**config.mk**
```make
export PLATFORM = sky130hd
export DESIGN_NAME = leitor_amostras_pwm
export DESIGN_NICKNAME = d
export VERILOG_FILES = /design/src/rtl/leitor_amostras_pwm.sv
export SDC_FILE = /design/constraint.sdc
export NUM_CORES = 1
export LEC_CHECK = 0
export CAP_MARGIN = 20
export CORE_UTILIZATION = 55
export CTS_BUF_LIST = sky130_fd_sc_hd__clkbuf_8
export DETAILED_ROUTE_END_ITERATION = 10
export DONT_BUFFER_PORTS = 1
export PLACE_DENSITY = 0.7
export SLEW_MARGIN = 0
export SYNTH_ARGS = -nofsm -noshare
export SYNTH_HDL_FRONTEND = slang
export SYNTH_SLANG_ARGS = --single-unit
```
**constraint.sdc**
```tcl
create_clock -name clk -period 2.41 [get_ports clk]
set_input_delay 0.3615 -clock clk [delete_from_list [all_inputs] [get_ports clk]]
set_output_delay 0.3615 -clock clk [all_outputs]
set_load 0.02 [all_outputs]
```
**src/rtl/leitor_amostras_pwm.sv**
```systemverilog
// Fetches one sample per PWM period from external memory, double-buffers it and drives PWM audio.
// Emits a one-cycle count strobe per consumed sample; underrun when a boundary finds nothing ready.
module leitor_amostras_pwm #(
   parameter int ADDR_W = 22,
   parameter int DATA_W = 8
) (
   input  logic              clk,
   input  logic              reset,
   input  logic              play,
   input  logic [ADDR_W-1:0] endereco,
   output logic              mem_req,
   output logic [ADDR_W-1:0] mem_addr,
   input  logic              mem_ack,
   input  logic [DATA_W-1:0] mem_data,
   output logic              count,
   output logic              pwm_out,
   output logic              underrun
);

   typedef enum logic [1:0] {OCIOSO, PEDE, CHEIO} estado_t;

   localparam logic [DATA_W-1:0] CNT_MAX = '1;

   estado_t           state_reg, state_next;
   logic [DATA_W-1:0] pwm_cnt_reg, pwm_cnt_next;
   logic [DATA_W-1:0] duty_reg, duty_next;
   logic [DATA_W-1:0] buffer_reg, buffer_next;
   logic              buf_valid_reg, buf_valid_next;
   logic              mem_req_reg, mem_req_next;
   logic [ADDR_W-1:0] mem_addr_reg, mem_addr_next;
   logic              count_reg, count_next;
   logic              pwm_out_reg, pwm_out_next;
   logic              underrun_reg, underrun_next;

   logic wrap;
   logic ack_valid;

   assign wrap      = play && (pwm_cnt_reg == CNT_MAX);
   // Acks that arrive with no request outstanding are ignored.
   assign ack_valid = mem_ack && mem_req_reg;

   always_ff @(posedge clk) begin
      if (reset) begin
         state_reg     <= OCIOSO;
         pwm_cnt_reg   <= '0;
         duty_reg      <= '0;
         buffer_reg    <= '0;
         buf_valid_reg <= 1'b0;
         mem_req_reg   <= 1'b0;
         mem_addr_reg  <= '0;
         count_reg     <= 1'b0;
         pwm_out_reg   <= 1'b0;
         underrun_reg  <= 1'b0;
      end else begin
         state_reg     <= state_next;
         pwm_cnt_reg   <= pwm_cnt_next;
         duty_reg      <= duty_next;
         buffer_reg    <= buffer_next;
         buf_valid_reg <= buf_valid_next;
         mem_req_reg   <= mem_req_next;
         mem_addr_reg  <= mem_addr_next;
         count_reg     <= count_next;
         pwm_out_reg   <= pwm_out_next;
         underrun_reg  <= underrun_next;
      end
   end

   always_comb begin
      state_next     = state_reg;
      duty_next      = duty_reg;
      buffer_next    = buffer_reg;
      buf_valid_next = buf_valid_reg;
      mem_req_next   = mem_req_reg;
      mem_addr_next  = mem_addr_reg;
      count_next     = 1'b0;
      underrun_next  = 1'b0;
      pwm_cnt_next   = play ? pwm_cnt_reg + 1'b1 : '0;
      pwm_out_next   = play && (pwm_cnt_reg < duty_reg);

      // Sample boundary: buffered sample first, then a same-cycle ack bypass, else repeat old duty.
      if (wrap) begin
         if (buf_valid_reg) begin
            duty_next      = buffer_reg;
            buf_valid_next = 1'b0;
            count_next     = 1'b1;
         end else if (ack_valid) begin
            duty_next  = mem_data;
            count_next = 1'b1;
         end else begin
            underrun_next = 1'b1;
         end
      end

      case (state_reg)
         OCIOSO: begin
            // Waiting one cycle after count lets the address source settle on the next address.
            if (play && !buf_valid_reg && !count_reg) begin
               mem_addr_next = endereco;
               mem_req_next  = 1'b1;
               state_next    = PEDE;
            end
         end
         PEDE: begin
            if (ack_valid) begin
               mem_req_next = 1'b0;
               if (wrap) begin
                  state_next = OCIOSO;
               end else begin
                  buffer_next    = mem_data;
                  buf_valid_next = 1'b1;
                  state_next     = CHEIO;
               end
            end
         end
         CHEIO: begin
            if (wrap) begin
               state_next = OCIOSO;
            end
         end
         default: begin
            state_next = OCIOSO;
         end
      endcase
   end

   assign mem_req  = mem_req_reg;
   assign mem_addr = mem_addr_reg;
   assign count    = count_reg;
   assign pwm_out  = pwm_out_reg;
   assign underrun = underrun_reg;

endmodule

```
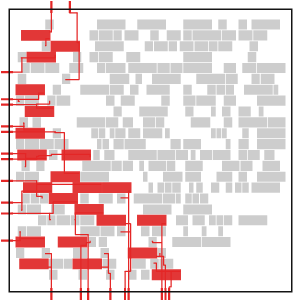
Run 1: port wiring
Drawn at 4 px/um.
port	colour	bits	direction	edge	end cells	buffers	wire
mem_addr	red	22	output	11 left, 9 bottom, 2 top	22	0	378 um

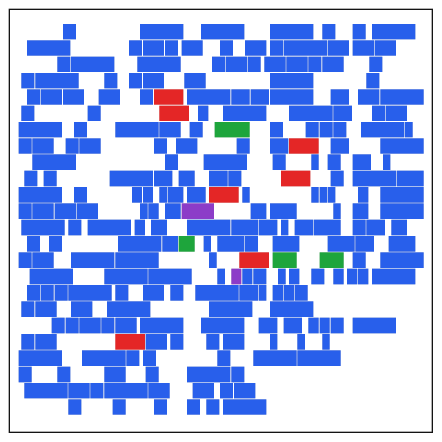
Run 1: cell sizes after repair
Drawn at 6 px/um.
size	colour	cells	share
_6 and larger	red	7	2.8%
_3 and _4 cells	green	4	1.6%
_2 cells	purple	2	0.81%
_0 and _1 cells	blue	235	95%

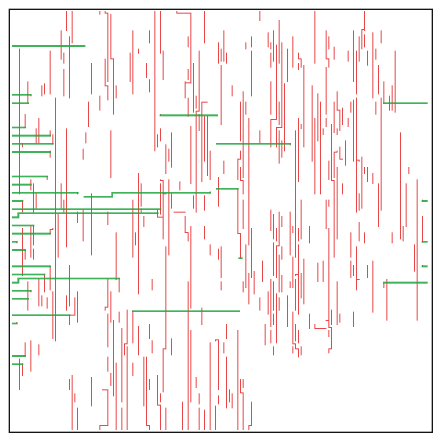
Run 1: signal wires by layer
Drawn at 6 px/um. Only two layers are drawn.
layer	colour	wire length
metal 3	green	252 um
metal 2	red	1,850 um

==> impl_results.rst, run 1 <==
Flow metrics
------------

.. list-table::
   :header-rows: 1

   * - Metric
     - Value
   * - Worst Max-Slew Pin Slew
     - 588 ps
   * - Portion of the post-synthesis area used by sequential elements
     - 0.414
   * - Number of fill cells
     - 381
   * - Number of nets with antenna violations after detailed routing
     - 0
   * - Violation tally from detailed-route iteration zero
     - 117
   * - Largest area contributor in the netlist
     - sky130_fd_sc_hd__dfxtp_1
   * - Die extent in x
     - ~70 um
   * - Most frequent cells after synthesis
     - sky130_fd_sc_hd__nand2b_1 (62), sky130_fd_sc_hd__dfxtp_1 (53), sky130_fd_sc_hd__mux2i_1 (38)
   * - Top-Level Pins
     - 60
   * - Core area
     - 4410 um^2
   * - Maxcap violations
     - 0
   * - Starting density of the core
     - 0.580
   * - Fraction of layout cells with a size suffix above 1
     - 0.0524
   * - Via count
     - around 1,700
   * - Number of placed cells counting well taps
     - a little under 300
   * - Synthesized registers
     - 53
   * - Netlist cell types
     - 38
   * - Count of H-tree levels built during CTS
     - 2
   * - Area growth, synth to finish
     - 1.71%
   * - Grt ovf
     - 0
   * - Status
     - completed
   * - Diodes inserted
     - 0
   * - Largest register FFs
     - 22
   * - Setup TNS
     - 0 ps
   * - Post-Syn Area per Cell
     - between 9 and 10 um^2
   * - Row Count
     - 24
   * - Req. time, crit path
     - 2620 ps
   * - Type of element capturing the critical path
     - flip-flop
   * - RePlAce Congestion
     - 0.750
   * - First-pass iteration count of the detailed router
     - 4
   * - Peak VDD IR
     - around 0.33 mV
   * - Count of final max-slew check failures
     - 0
   * - Setup clock skew after layout
     - 3.30 ps
   * - Buffer type at the clock tree root
     - sky130_fd_sc_hd__clkbuf_8
   * - Fraction of registers with async set or reset after synthesis
     - 0
## run 1: report_power, final
| part | switching [W] | total [W] | internal, W |
|---|---|---|---|
| Sequential | 0.0000710 | 0.000986 | 0.000915 |
| Combinational | 0.0000572 | 0.000129 | 0.0000717 |
| Clock | 0.000275 | 0.000535 | 0.000260 |
## run 1: layout make-up
type                       count  area, um^2  share of cell area
clock buffer                   7        96.3              0.0370
multi-input combinational    177        1340               0.513
inverter                       9        33.8              0.0130
tap                           52        65.1              0.0250
clock inverter                 1        5.00             0.00192
sequential                    53        1060               0.407
timing repair buffer           1        7.51             0.00288
## run 1: cell families after synthesis
family	share of synthesized area
AND/OR/NAND/NOR	0.229
flip-flops	0.414
multiplexers	0.148
AND-OR/OR-AND	0.0957
buffers and inverters	0.0640
adder cells (fa/ha/maj)	0.0391
XOR/XNOR	0.0103
## run 1: through the flow
stage	hold WS [ps]	setup slack (ps)	power, W	util
3_5_place_dp	441	743	0.00114	0.567
5_1_grt	119	492	0.00171	0.590
6_report	137	711	0.00165	0.590
4_1_cts	112	711	0.00168	0.590
2_1_floorplan	425	1020	0.00115	-
3_3_place_gp	439	779	0.00113	0.567
## run 1: critical path, cell delays in order (launching register included)
cell and delay (ps):
sky130_fd_sc_hd__dfxtp_1 700, sky130_fd_sc_hd__a21o_1 470, sky130_fd_sc_hd__a31oi_1 150, sky130_fd_sc_hd__a311oi_1 280
## run 1: routing by layer
layer,track usage,up-vias,share of wire
met3,0.0592,7,0.059
li1,-,866,-
met1,0.234,763,0.50
met5,0,-,0
met2,0.277,38,0.43
met4,0.0600,0,0.011
## run 1: cells in the final DEF, fill, tap and decap left out, types with 4 or more instances in the layout
master                     instances
sky130_fd_sc_hd__nand2b_1         62
sky130_fd_sc_hd__dfxtp_1          53
sky130_fd_sc_hd__mux2i_1          38
sky130_fd_sc_hd__inv_1             9
sky130_fd_sc_hd__a31oi_1           8
sky130_fd_sc_hd__a311oi_1          8
sky130_fd_sc_hd__ha_1              8
sky130_fd_sc_hd__clkbuf_8          7
sky130_fd_sc_hd__nor2_1            6
sky130_fd_sc_hd__a21oi_1           5
sky130_fd_sc_hd__o21ai_0           4
sky130_fd_sc_hd__nand2_1           4
## run 1: worst paths after layout
kind	start	end	slack (ps)	depth (start not counted)
worst min register to register	pwm_cnt_reg[0]	pwm_cnt_reg[0]	470	1
worst max register to register	buf_valid_reg	duty_reg[3]	710	3
worst min-delay path	reset	mem_req	140	1
worst max-delay path	buf_valid_reg	duty_reg[3]	710	3
## Run 2: what changed since run 1
PLACE_DENSITY = 0.73   (was 0.7)
clock period = 1.5 ns   (was 2.41 ns; I/O delays follow)
==> run 2 against run 1 <==
Net effect: sequential share of layout area is 3.0 points lower; critical endpoint is now duty_reg[0]; critical path type unchanged; largest cell class unchanged; global-route usage is 2.0 points higher; maximum frequency is 19% higher.
==> impl_results.rst, run 2 <==
Flow metrics
------------

.. list-table::
   :header-rows: 1

   * - Metric
     - Value
   * - Mux share
     - 0.148 (unchanged)
   * - Parity-gate share of the synthesized area counting xor and xnor cells
     - 0.0103 (unchanged)
   * - Peak-usage layer in the global routing report
     - met2 (unchanged)
   * - Area growth, synth to finish
     - 10.2% (was 1.71%)
   * - Most frequently placed logic cells in the final layout
     - sky130_fd_sc_hd__nand2b_1 (62), sky130_fd_sc_hd__dfxtp_1 (50), sky130_fd_sc_hd__mux2i_1 (38) (was sky130_fd_sc_hd__nand2b_1 (62), sky130_fd_sc_hd__dfxtp_1 (53), sky130_fd_sc_hd__mux2i_1 (38))
   * - Setup TNS
     - 0 ps (unchanged)
   * - Count of H-tree levels built during CTS
     - 2 (unchanged)
   * - Req. time, crit path
     - 1710 ps (was 2620 ps)
   * - Maxcap violations
     - 0 (unchanged)
   * - Synthesized registers
     - 53 (unchanged)
   * - Portion of the post-synthesis area used by sequential elements
     - 0.414 (unchanged)
   * - GRT met3 Usage
     - 0.0491 (was 0.0592)
   * - Largest register FFs
     - 22 (unchanged)
   * - Grt ovf
     - 0 (unchanged)
   * - Post-Syn Area per Cell
     - 9.97 um^2 (unchanged)
   * - First-pass iteration count of the detailed router
     - 5 (was 4)
   * - Die extent in x
     - 70.3 um (unchanged)
   * - Top-Level Pins
     - 60 (unchanged)
   * - Status
     - completed (unchanged)
   * - Met1 GRT Util
     - 0.237 (was 0.234)
   * - Number of nets with antenna violations after detailed routing
     - 0 (unchanged)
   * - Cell depth of the worst hold path
     - 2 (was 1)
   * - Via count
     - 1,779 (was 1,674)
   * - Number of cells on the worst reg-to-reg path
     - 5 (was 3)
   * - Simple-Gate Fraction of Synth Area
     - 0.229 (unchanged)
   * - Aoi share
     - 0.0957 (unchanged)
   * - Worst Max-Slew Pin Slew
     - 514 ps (was 588 ps)
-- run 2: path summary, 6_finish.rpt --
check | from | endpoint | slack, ps
worst min-delay path | endereco[10] | mem_addr[10] | 60
worst min register to register | buffer_reg[3] | buffer_reg[3] | 480
worst max register to register | pwm_cnt_reg[1] | duty_reg[0] | 80
worst max-delay path | pwm_cnt_reg[1] | duty_reg[0] | 80
-- run 2: timing repair --
item	4_1_cts	5_1_grt
pin swaps	0	2
gates resized	2	8
hold buffers	1	0
endpoints found under the setup margin	1	4
endpoints found under the hold margin	14	0
-- run 2: layer usage --
layer  share of wire  wire [um]  up-vias
met3           0.051        233       10
met4           0.021         94        0
met5               0          0        -
met2            0.49       2250       43
li1                -          -      900
met1            0.43       1980      826
-- run 2: worst max-delay path, cell delays in order (launching register included) --
cell and delay [ps]:
sky130_fd_sc_hd__dfxtp_1 340, sky130_fd_sc_hd__ha_1 200, sky130_fd_sc_hd__and4_4 200, sky130_fd_sc_hd__and2_1 180, sky130_fd_sc_hd__buf_4 150, sky130_fd_sc_hd__a311oi_1 260
-- run 2: area by class of cell --
cell class	instances	area, um^2	share of cell area
multi-input combinational	177	1390	0.490
sequential	53	1060	0.377
timing repair buffer	17	155	0.0549
clock buffer	6	82.6	0.0292
tap	52	65.1	0.0230
clock inverter	2	37.5	0.0133
inverter	9	33.8	0.0120
-- run 2: where the power goes --
group / total (W) / switching [W] / internal, W
combinational: 0.000263 / 0.000119 / 0.000145
clock: 0.000992 / 0.000450 / 0.000542
sequential: 0.00157 / 0.000103 / 0.00147
-- run 2: through the flow --
stage | power [W] | cells | cell area [um^2] | hold slack (ps)
after global placement | 0.00186 | 307 | 2640 | 300
final | 0.00283 | 316 | 2820 | 64.5
after CTS | 0.00286 | 316 | 2780 | 57.3
after detailed placement | 0.00186 | 307 | 2640 | 304
after global routing | 0.00295 | 316 | 2820 | 51.9
after floorplan | 0.00184 | 257 | 2560 | 380
-- run 2: logic make-up (layout without fill, tap and decap cells) --
| kind of cell | count (synthesis) | after routing |
|---|---|---|
| AOI/OAI and AO/OA | 34 | 34 |
| xor gates and xnor gates | 3 | 3 |
| adders and majority gates | 8 | 8 |
| buffers and inverters | 27 | 34 |
| DFF | 53 | 53 |
| muxes | 38 | 38 |
| and+or+nand+nor | 94 | 94 |
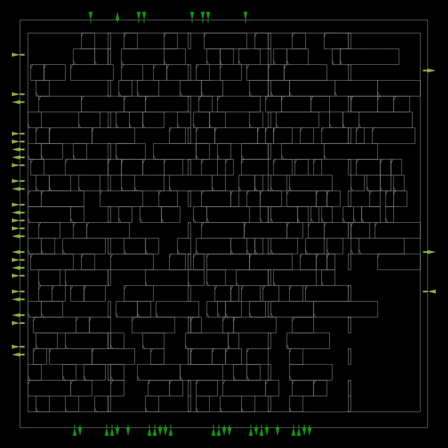
Run 2: placed standard cells
post-layout instance count excluding filler cells: 316
core area: 4410 um^2
number of fill cells: 369
final core utilization: 0.640
Row Count: 24

Power is estimated from default activity; no workload was simulated.
